==> config.mk <==
export PLATFORM = sky130hd
export DESIGN_NAME = tdc_meas_ctrl
export DESIGN_NICKNAME = d
export VERILOG_FILES = /design/src/rtl/tdc_ctrl_pkg.sv /design/src/rtl/tdc_acc.sv /design/src/rtl/tdc_meas_ctrl.sv
export SDC_FILE = /design/constraint.sdc
export NUM_CORES = 1
export LEC_CHECK = 0
export CAP_MARGIN = 15
export CORE_MARGIN = 2
export CORE_UTILIZATION = 52
export CTS_BUF_LIST = sky130_fd_sc_hd__clkbuf_8
export CTS_CLUSTER_DIAMETER = 150
export CTS_CLUSTER_SIZE = 28
export DETAILED_ROUTE_END_ITERATION = 10
export PLACE_DENSITY = 0.93
export REMOVE_ABC_BUFFERS = 1
export SLEW_MARGIN = 20
export SYNTH_ARGS = -nofsm -noshare
export SYNTH_HDL_FRONTEND = slang
export SYNTH_SLANG_ARGS = --single-unit
==> constraint.sdc <==
create_clock -name clk -period 3 [get_ports clk]
set_clock_uncertainty 0.2 [all_clocks]
set_input_delay 0.9 -clock clk [delete_from_list [all_inputs] [get_ports clk]]
set_output_delay 0.9 -clock clk [all_outputs]
set_load 0.05 [all_outputs]
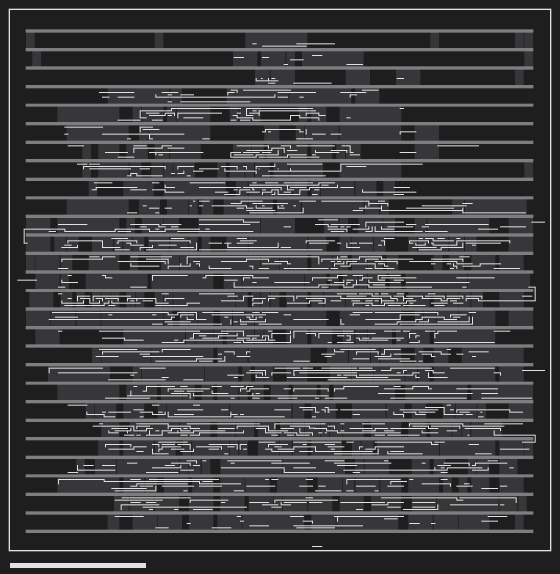
Figure 1: the metal 1 layer.
The bar under the picture is 20 um long. Supply wires on this layer in gray. Cells faint in the background.
- share of all routed wire: 42%
- longest straight run: 19.8 um
- nets with wire on the layer: 354
- main direction: horizontal
DR vias: 2,554
final WL: 6.80 mm
GR Layer Usage met1: 28.3%

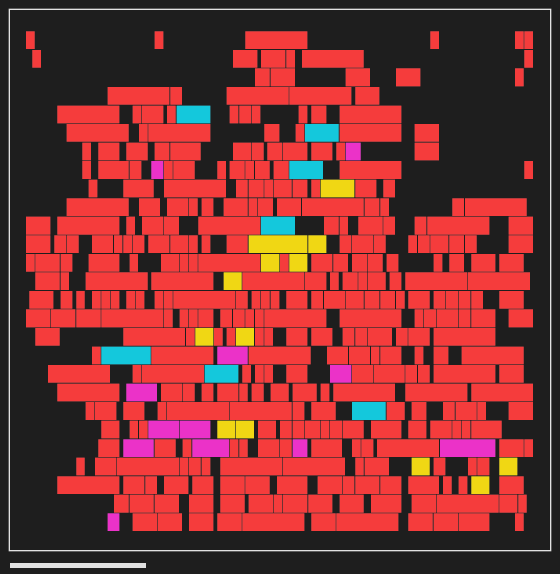
Figure 2: sizing map.
The bar under the picture is 20 um long.
- yellow: drive 3 to 4 (cells 13; share 3.4%)
- cyan: drive 6 and up (cells 7; share 1.8%)
- red: drive 1 or less (cells 351; share 92%)
- magenta: drive 2 (cells 12; share 3.1%)
Area Overhead vs Synth: 24.7%
Design Area, Final: 3670 um2
PnR worst setup slack: 70.6 ps

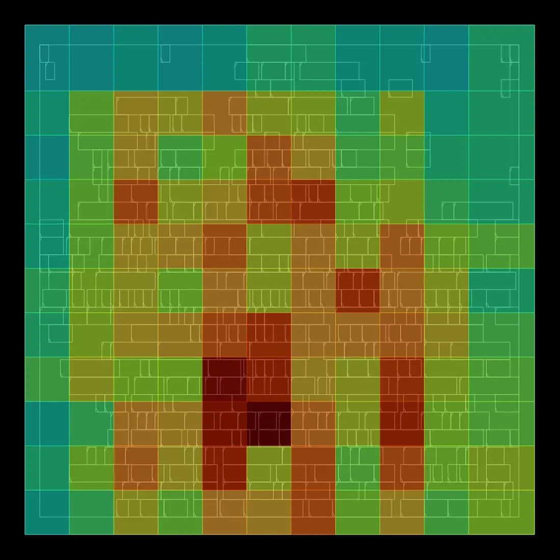
Figure 3: routing congestion.
gr usage total: 22.7%
busiest grt layer: met2
Util after Layout: 67.1%
GR Layer Usage met3: 4.09%

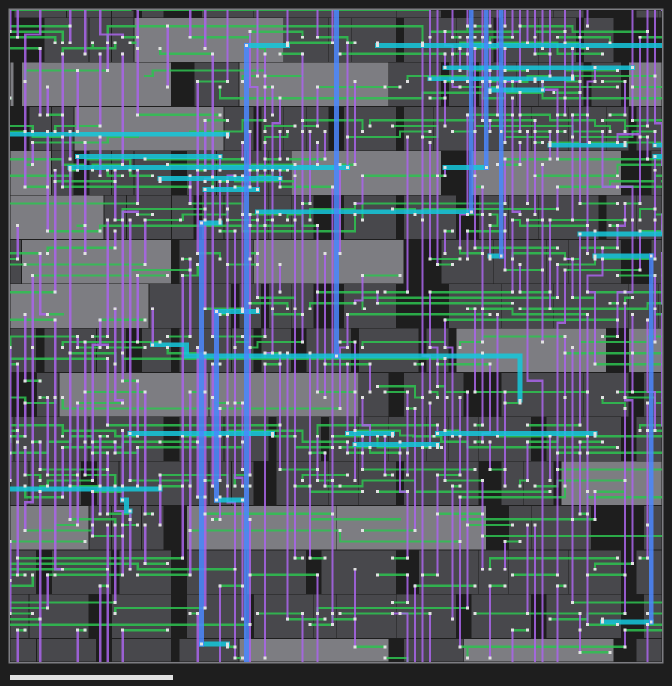
Figure 4: a small window of the routed layout.
The bar under the picture is 10 um long. Region (20, 4) to (60, 44) um. Cells in gray, sequential cells in the stronger gray; small squares are vias.
- purple: met2
- green: met1
- blue: met4
- cyan: met3
- sequential cells in the window: 19
- most frequent: nand2_1 (28), clkdlybuf4s50_1 (19), dfrtp_1 (19)
- cells with their middle in the window: 151

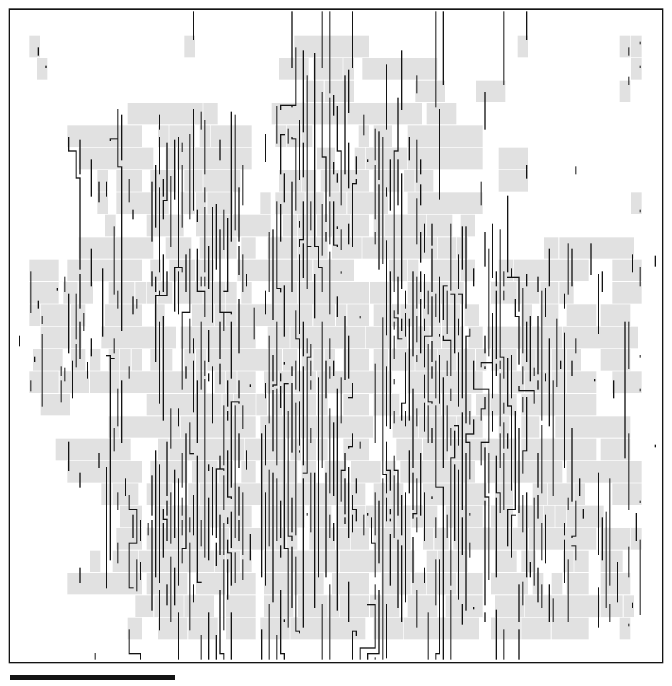
Figure 5: met2 routing.
The bar under the picture is 20 um long. Cells faint in the background.
- nets with wire on the layer: 376
- main direction: vertical
- share of all routed wire: 50%
met2 global-route usage: 38.3%

==> Slide: Implementation Results <==
Flow Results at a Glance

STA
  – Setup TNS: 0 ps
  – RSZ-0062 raised after global routing: yes
  – Relative slew margins: 30.1%
  – Final hold vios: 0
  – Worst Tran Pin Value: 1050 ps
  – Final Max-Slew Violation Tally: 0
  – Period utilization: a little over nine tenths
  – Hold WS: 300 ps
  – Final worst path period need: 2930 ps
  – FMAX: 341 MHz
  – Final setup violation count: 0

Yosys
  – Synth Cell Area: 2940 um2
  – Yosys top cell by area: dfrtp_1
  – Top comb family, area: simple AND/OR/NAND/NOR gates
  – Yosys chip area: 2940 um2
  – Sequential share of the synthesized area: 42.5%
  – Top cells by count, synth: 50 x dfrtp_1, 46 x nand2_1, 29 x o21ai_0
  – Cell area leaders: dfrtp_1 42%, xnor2_1 6.5%, nand2_1 5.9%, ha_1 5.1%, o21ai_0 4.9%
  – And+or+nand+nor area frac: 21.2%
  – Most frequent cell after synthesis: dfrtp_1
  – Synth unique cells: around 50
  – Top-area cell share: 42.5%
  – Post-synth ARST share: 100%
  – Mux share: 0.340%
  – Ys Warns: 0
  – Post-Syn Instances: 323
  – Number of cells in Yosys stat: 323
  – Post-synth EDFFs: 0
  – Avg Cell Area, Syn: 9.11 um2
  – Complex Gates by Area: approximately 14%
  – Post-synth regs: 50
  – Yosys adder share: 5.78%
  – Ys flop type: dfrtp_1
  – XOR/XNOR Area Share: a little under 9%

Global routing
  – Initial antenna violation count: 0
  – Vias in the first global route: 2,403
  – First-pass GRT wire length: 11.2 mm
  – Largest net degree at the start of global routing: 31
  – Overflow left after global routing: 0

Flow run
  – Maxcap violations: 0
  – Tool warnings: 27

Routing
  – DR pass1 iterations: 5
  – Vias/cell: between 5 and 6
  – First DRT Iteration DRCs: 156
  – Detail Route Antenna Nets: 0
  – Wire per inst: 14.9 um
  – DRC errors left: 0

Floorplan
  – FP Rows: 27
  – Die Area: around 6300 um2
  – Core area: 5470 um2
  – FP Util: 53.8%
  – Die Ht: 79.2 um
  – Boundary pin count: 68
  – Chip Width: 79.2 um

Power and ir drop
  – Internal power component: 0.00169 W
  – Comb pwr share: 51.9%
  – Clock Power Share: 13.3%
  – Sw frac: 45.2%
  – PD cells: approximately 840 nW/um2
  – Maximum VDD drop: 0.000422 V
  – Net switching power: roughly 0.0014 W
  – Leak: roughly 1.6 nW
  – Register share of total power: 34.8%

Worst setup path
  – Worst Path Arrival: between 2000 and 3000 ps
  – Critical path depth: 9
  – Crit path cell chain: clkdlybuf4s50_1 > buf_4 > ha_1 > a21o_1 > a211oi_1 > o21a_1 > nor3b_2 > xnor2_1 > nor2_1
  – Crit-path leading delay family: AND-OR/OR-AND gates
  – Register-to-register setup slack: 570 ps
  – FF-to-FF path depth: 7
  – Crit path DRT: 3000 ps
  – Bufs and invs on worst path: 2
  – Critical path capture point type: flip-flop
  – Max incr delay on CP: about 420 ps
  – Critical-path maximum fanout: 4
  – Slowest-stage cell, CP: clkdlybuf4s50_1
  – Startpoint types: input pin
  – Setup CP Type: in2reg

Clock tree
  – Clock sink count: 50
  – CTS root buf: clkbuf_8
  – Number of setup buffers added after CTS: 0
  – Max clock buf depth: 2
  – Clk slew on worst S/H paths: 90 ps
  – TritonCTS clock tree: yes
  – Worst-Skew Late Latency: 310 ps
  – Num CTS Buffers: 5
  – Number of hold buffers added after CTS: 0
  – Htree depth: 2

Placed design
  – Hpwl dp: between 4 and 5 mm
  – GPL Wtd Cong: 0.897
  – Placed Cells: between 400 and 500
  – IO Port Bufs: 53
  – Dpl ws: -465 ps

Outcome
  – Run status: completed

Layout
  – Layout cell share with drive strength beyond 1: about 8.4%
  – Layout Cells excl Fill: 455
  – Largest register FFs: 15
  – Ant diodes: 0
  – Nets: 419
  – Filler cell count: 418

Worst hold path
  – HP Class: reg2reg
  – Hold Path Cell Cnt: 2
## cell usage in the layout, fill, tap and decap left out, types with 3 or more instances in the layout
cell type	instances
o31ai_1	4
nor3_1	5
nand2b_1	7
a31oi_1	3
a21oi_1	8
inv_1	12
nand2_1	46
buf_4	11
clkdlybuf4s50_1	52
conb_1	14
nor4_1	3
ha_1	12
nand4_1	4
nor2_1	28
and4_1	3
xor2_1	8
xnor2_1	22
dfrtp_1	50
a211oi_2	4
and3_1	3
clkbuf_8	6
o21ai_0	29
nand3_1	9
a22o_1	3
nor2b_1	3
## layout make-up
| class | count | area [um2] | area share, % |
|---|---|---|---|
| clock inverters | 2 | 8.76 | 0.239 |
| well taps | 72 | 90.1 | 2.45 |
| clock buffers | 6 | 82.6 | 2.25 |
| flip-flops and latches | 50 | 1250 | 34.1 |
| inverters | 11 | 41.3 | 1.12 |
| repair buffers | 65 | 628 | 17.1 |
| multi-input cells | 249 | 1570 | 42.8 |
## per-layer routing
metal  wire length (um)  share of wire (%)  GRT usage (%)
met3                403                5.9           4.09
met4                188                2.8           10.0
met5                  0                  0              0
met1               2840                 42           28.3
met2               3370                 50           38.3
## metrics by stage
stage / instance area [um2] / utilization (%) / power [W]
after CTS: 3670 / 67.0 / 0.00307
after floorplan: 2830 / - / 0.00213
after global placement: 3560 / 65.0 / 0.00257
after global routing: 3670 / 67.1 / 0.00329
after detailed placement: 3560 / 65.0 / 0.00263
final: 3670 / 67.1 / 0.00308
## cells by family after synthesis
family | count (synthesis)
buffers and inverters | 37
and+or+nand+nor | 125
adders and majority gates | 13
muxes | 1
DFF | 50
other | 1
AOI/OAI and AO/OA | 66
xor gates and xnor gates | 30
## tightest hold or removal path, delay by kind of cell, from the launching register on
family,cells,cell delay (ps)
DFF,1,370
and+or+nand+nor,2,100
## power groups by stage
stage | clock network [W] | logic, W | registers [W]
after floorplan | 0 | 0.000817 | 0.00131
after global placement | 0 | 0.00150 | 0.00107
after detailed placement | 0 | 0.00156 | 0.00108
after CTS | 0.000418 | 0.00159 | 0.00107
after global routing | 0.000453 | 0.00173 | 0.00110
final | 0.000411 | 0.00160 | 0.00107
## repair_timing
item | 4_1_cts | 5_1_grt
pin swaps | 0 | 3
resized | 4 | 3
hold endpoints to repair | 0 | 0
setup endpoints to repair | 2 | 5
Power is estimated from default activity; no workload was simulated.
